==> config.mk <==
export PLATFORM = sky130hd
export DESIGN_NAME = priority_management_flat
export DESIGN_NICKNAME = d
export VERILOG_FILES = /design/src/rtl/priority_management_if.sv /design/src/rtl/priority_management.sv /design/src/flat_wrapper.sv
export SDC_FILE = /design/constraint.sdc
export NUM_CORES = 1
export LEC_CHECK = 0
export ABC_AREA = 1
export ABC_CLOCK_PERIOD_IN_PS = 800
export CORE_AREA = 2 2 39 41
export DETAILED_ROUTE_END_ITERATION = 7
export DIE_AREA = 0 0 41 43
export PLACE_DENSITY = 0.45
export SLEW_MARGIN = 10
export SYNTH_ARGS = -nofsm -noshare
export SYNTH_HDL_FRONTEND = slang
export SYNTH_SLANG_ARGS = --single-unit
==> constraint.sdc <==
create_clock -name clk_i -period 0.8 [get_ports clk_i]
set_input_delay 0.24 -clock clk_i [delete_from_list [all_inputs] [get_ports clk_i]]
set_output_delay 0.24 -clock clk_i [all_outputs]
set_load 0.1 [all_outputs]
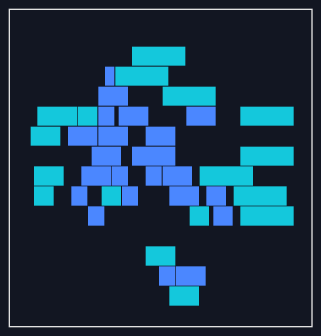
run_1/class_map.png
| class | colour | cells |
|---|---|---|
| remaining logic cells | blue | 22 |
| remaining buffers and delay cells | cyan | 17 |
Seq/total area: 0%
Core Footprint: 1380 um2
design area: 473 um2
Final Util: 34.2%
Rows: 14

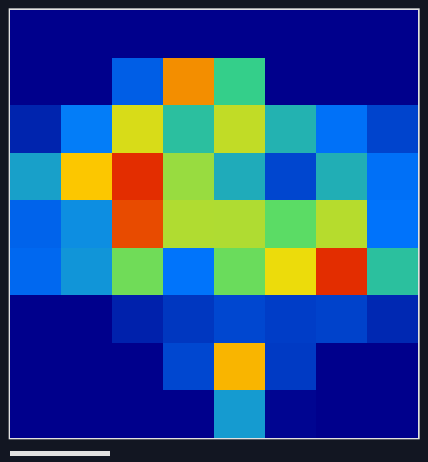
run_1/util_map.png
Scale bar: 10 um. 8 x 9 tiles, from dark blue (low) to red (high), 0 to 100% covered.
nearly empty tiles: 38%
emptiest ninth of the die: lower left
tiles over 75% full: 8.3%
mean over tiles: 26%
densest ninth of the die: centre
fullest tile: 95%
fp util: 7.14%

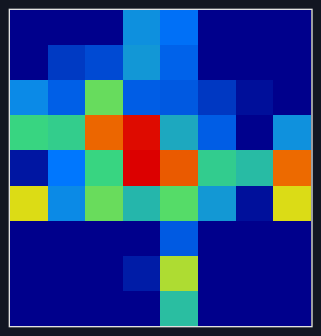
run_1/route_heat.png
8 x 9 tiles, from dark blue (low) to red (high), scaled to the fullest tile. Values are wire area over tile area, all layers added.
tiles over half the peak: 15%
densest ninth of the die: centre
nearly empty tiles: 44%
emptiest ninth of the die: lower right
mean over tiles: 0.032
Total GRT Usage: 5.49%
detailed-route wire length: 348 um

==> impl_metrics.yaml, run 1 <==
# generated from flow reports
worst_setup_path:
  cpLargestDelayFamily: "buffers and inverters"
  cp.depth: 5
  slowest_stage: "buf_12"
  worstPathCellList: "buf_8 -> nor2_4 -> nand2_2 -> a21oi_4 -> buf_12"
  cp_num_buf_inv: 2
  crit_path_max_incr_delay_ns: 0.19
  crit_type: "input pin to primary output"
  cp.arrival_ns: 0.98
  critPathCaptureType: "primary output"
  critical_path_required_ns: 0.56
  start_kind: "input pin"
  crit_fanout: 3
worst_hold_path:
  min_path_type: "input pin to primary output"
  hold_depth: 5
global_route:
  grt_max_degree: 5
  grt_pass1_vias: 171
  grt-ovfl-total: 0
  grt_pass1_wl_um: 724
  antenna_found_initial: 0
yosys:
  xor_share_pct: 0
  yosys_warnings: 0
  postSynthCellCount: 22
  simple_gate_area_share_pct: 60.8
  synth.cellmix.compoundShare_pct: 16.5
  ys_sh_adder_pct: 0
  yosys_cells: 22
  ys_types: 7
  avgSynthCellArea_um2: 4.49
  yosysChipArea_um2: 98.8
  yosysSeqAreaShare_pct: 0
  mux_area_share_pct: 0
  logic_family: "simple AND/OR/NAND/NOR gates"
  synthTopCellsByArea: "nor2_1 27%, inv_1 23%, nand2_1 15%"
  top_cell_area_share_pct: 26.6
finish:
  seq_cell_count: 0
  fin_nets: 48
  drive_above_1_share_pct: 97.4
  clkbuf_count: 0
  fillers: 146
  flop_area_um2: 0
  synthToLayoutAreaGrowth_pct: 378
  insertedDiodeCount: 0
power:
  power_density_nw_per_um2: 576
  pwr-share-clk_pct: 0
  p_leak_nw: 0.179
  pwr-share-seq_pct: 0
  intPower_w: 0.000109
  finalPower_w: 0.000272
  combPwrFrac_pct: 100.0
  p_sw_share_pct: 60.1
place:
  post-place-ws_ns: -0.826
  place_area_um2: 449
clock_tree:
  post-cts-setup-buffers: 0
  cts_hold_buf: 0
sta:
  slew_headroom_pct: 88.8
  finalClockPeriodUsage_pct: 153
  fin_crit_ns: 1.22
  fmax_mhz: 817
  setup_tns_ns: -2.90
  hold_ws_ns: 0.865
  worst_pin_slew_ns: 0.168
  finalHoldViolations: 0
  final_max_slew_viol_count: 0
  fin_ws_ns: -0.425
  setup_viol: 8
outcome:
  violations: "negative setup slack"
  status: "finished with violations"
detailed_routing:
  wl_per_cell_um: 6.33
  vias: 183
  wl_met2_um: 186
  drt_iter0_markers: 1
  m1WireLength_um: 128
  wl_met3_um: 32
  ant_nets: 0
die:
  die_area_um2: 1760
  pin_count: 15
  die_h_um: 43
  dieWidth_um: 41
run:
  tool_warnings: 32
  drv_cap: 0
## run 1: cells in the final DEF, fill, tap and decap left out
cell type / Yosys / layout
nand2_4: 0 / 2
inv_4: 0 / 3
buf_12: 0 / 8
nor2_2: 2 / 1
o21bai_2: 0 / 1
buf_4: 0 / 4
inv_1: 6 / 1
clkinvlp_4: 0 / 2
a21oi_4: 0 / 1
buf_8: 0 / 1
nor2_4: 0 / 8
nand2_2: 1 / 3
buf_6: 0 / 4
## run 1: cells in the mapped netlist
cell type,n
nor2_1,7
a21oi_2,1
nand2_1,4
inv_1,6
o21bai_1,1
nor2_2,2
nand2_2,1
## run 1: area by class of cell
cell class,instances,area (um2),share of cell area (%)
repair buffers,17,250,52.9
multi-input cells,16,165,34.9
inverters,6,37.5,7.94
well taps,16,20.0,4.23
## run 1: power groups by stage
stage          sequential [W]  clock, W  combinational (W)
2_1_floorplan               0         0           0.000155
3_3_place_gp                0         0           0.000262
3_5_place_dp                0         0           0.000263
4_1_cts                     0         0           0.000274
5_1_grt                     0         0           0.000287
6_report                    0         0           0.000272
## run 1: worst min-delay path, delay by kind of cell
family / cells / cell delay, ns
buf+inv: 2 / 0.23
simple gates: 3 / 0.15
## run 1: what timing repair did
item / CTS / global route
cloned: 0 / 0
gates resized: 38 / 1
pin swaps: 9 / 2
endpoints found under the setup margin: 8 / 8
## run 1: metrics by stage
| step | utilization, % | instances |
|---|---|---|
| CTS | 34.0 | 55 |
| global placement | 32.5 | 55 |
| detailed placement | 32.5 | 55 |
| finish | 34.2 | 55 |
| global route | 34.2 | 55 |
| floorplan | - | 22 |
## run 1: kinds of logic after synthesis
group,count (synthesis)
compound gates,2
simple gates,14
buf+inv,6
## run 1: per-layer routing
metal	track usage [%]	vias up
li1	-	99
met1	8.23	75
met2	9.06	9
met3	0	0
met4	0	0
met5	0	-
run_1/floorplan.png
Pins as bars on the die edge.
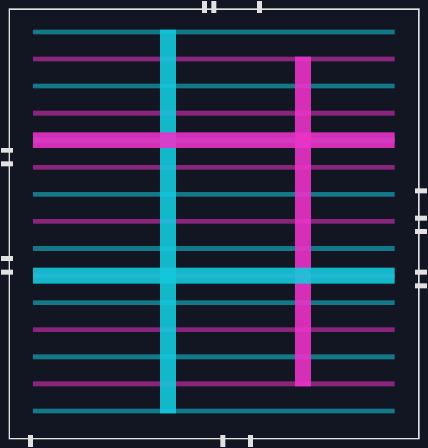

--- run 2 (diff from run 1) ---
Settings changed: TNS_END_PERCENT from default to 10.
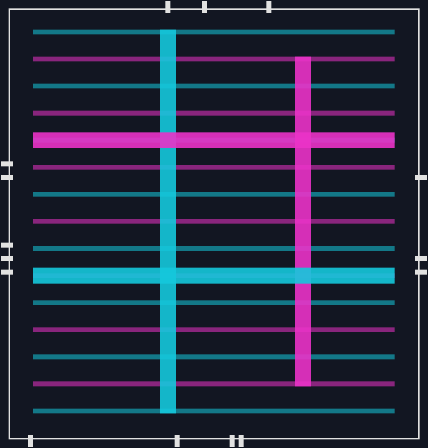
run_2/floorplan.png
Pins as bars on the die edge.
| net | colour |
|---|---|
| VSS | cyan |
| VDD | magenta |
rows: 14
signal pins: 15
met4 straps: 2
met1 rails: 15
met5 straps: 2
Die Y: 43 um
Die Span X: 41 um
maximum VDD drop: 210 uV

==> impl_metrics.yaml, run 2 <==
# generated from flow reports
global_route:
  grt-ovfl-total: 0
  grt_pass1_vias: 184
  antenna_found_initial: 0
  grt_usage_pct: 5.49
  grt_pass1_wl_um: 731
  grt_max_degree: 5
die:
  die_area_um2: 1760
  initCoreUtil_pct: 7.14
  core_area_um2: 1380
  rows: 14
  pin_count: 15
power:
  p_leak_nw: 0.182
  pwr-share-clk_pct: 0
  intPower_w: 0.000113
  pwr-share-seq_pct: 0
  switching_power_w: 0.000168
  p_sw_share_pct: 59.9
  combPwrFrac_pct: 100.0
  power_density_nw_per_um2: 582
  finalPower_w: 0.000281
yosys:
  yosys_cells: 22
  netlist_top_cells_count: "7 x nor2_1, 6 x inv_1, 4 x nand2_1"
  ys_types: 7
  largest_area_cell: "nor2_1"
  yosys_warnings: 0
  yosysChipArea_um2: 98.8
  yosysSeqAreaShare_pct: 0
  top_cell_area_share_pct: 26.6
  synthTopCellsByArea: "nor2_1 27%, inv_1 23%, nand2_1 15%"
  synthesis.area_um2: 98.8
  fp_nets: 29
  postSynthCellCount: 22
  top_cell: "nor2_1"
  avgSynthCellArea_um2: 4.49
sta:
  hold_ws_ns: 0.862
  worst_pin_slew_ns: 0.152
  fmax_mhz: 820
  setup_viol: 8
  setup_tns_ns: -2.94
  fin_crit_ns: 1.22
  fin_ws_ns: -0.420
  rsz0062_at_grt: "yes"
  finalClockPeriodUsage_pct: 152
  slew_headroom_pct: 89.8
  final_max_slew_viol_count: 0
  finalHoldViolations: 0
finish:
  seq_cell_count: 0
  final_cell_mix: "8 x nor2_4, 8 x buf_12, 4 x buf_4"
  synthToLayoutAreaGrowth_pct: 389
  drive_above_1_share_pct: 100
  flop_area_um2: 0
  logic_area_um2: 173
  fin_nets: 49
  fillers: 145
  fin_cells: 56
  postLayoutCoreUtil_pct: 34.9
  clkbuf_count: 0
  insertedDiodeCount: 0
worst_setup_path:
  critical_path_required_ns: 0.56
  critPathCaptureType: "primary output"
  crit_type: "input pin to primary output"
  crit_fanout: 3
  start_kind: "input pin"
  cp.arrival_ns: 0.98
detailed_routing:
  drt_wl_total_um: 376
  drc: 0
  ant_nets: 0
  vias: 195
  wl_per_cell_um: 6.71
  dr.pass1.iters: 1
  drt_iter0_markers: 0
  viasPerCell: 3.48
place:
  hpwl_um: 359
  dp_cells: 56
  io_buffers: 14
  routabilityCongestion: 0.694
worst_hold_path:
  hold_depth: 5
  min_path_type: "input pin to primary output"
run:
  drv_cap: 0
  tool_warnings: 32
clock_tree:
  post-cts-setup-buffers: 0
  cts_hold_buf: 0
outcome:
  status: "finished with violations"
  violations: "negative setup slack"
## run 2: metal layers
| layer | share of wire (%) | vias to the layer above | track usage [%] |
|---|---|---|---|
| li1 | - | 98 | - |
| met1 | 39 | 89 | 10.1 |
| met2 | 54 | 8 | 6.88 |
| met3 | 7.2 | 0 | 0.524 |
| met4 | 0 | 0 | 0 |
| met5 | 0 | - | 0 |
## run 2: power groups by stage
stage / Clock (W) / Sequential [W] / Combinational [W]
3_3_place_gp: 0 / 0 / 0.000266
4_1_cts: 0 / 0 / 0.000281
6_report: 0 / 0 / 0.000281
3_5_place_dp: 0 / 0 / 0.000267
2_1_floorplan: 0 / 0 / 0.000155
5_1_grt: 0 / 0 / 0.000294
## run 2: timing repair
item / 4_1_cts / 5_1_grt
pin swaps: 9 / 2
gates resized: 38 / 1
setup endpoints to repair: 8 / 8
## run 2: layout make-up
class	count	area share [%]
well taps	16	4.15
multi-input cells	16	35.8
inverters	6	7.77
repair buffers	18	52.3
## run 2: kinds of logic after synthesis
kind of cell    after synthesis  synth area share, %
compound gates                2                 16.5
buf+inv                       6                 22.8
simple gates                 14                 60.8
## run 2: per-stage QoR
| step | setup WS (ns) | area, um2 |
|---|---|---|
| floorplan | -0.471 | 186 |
| global placement | -0.836 | 457 |
| detailed placement | -0.843 | 457 |
| CTS | -0.440 | 479 |
| global route | -0.454 | 483 |
| finish | -0.420 | 483 |
## run 2: critical path, stage by stage
cell,delay [ns]
buf_8,0.10
nor2_4,0.16
nand2_2,0.10
nand2_4,0.11
clkinvlp_4,0.11
buf_12,0.17
Power and IR drop assume default switching activity.
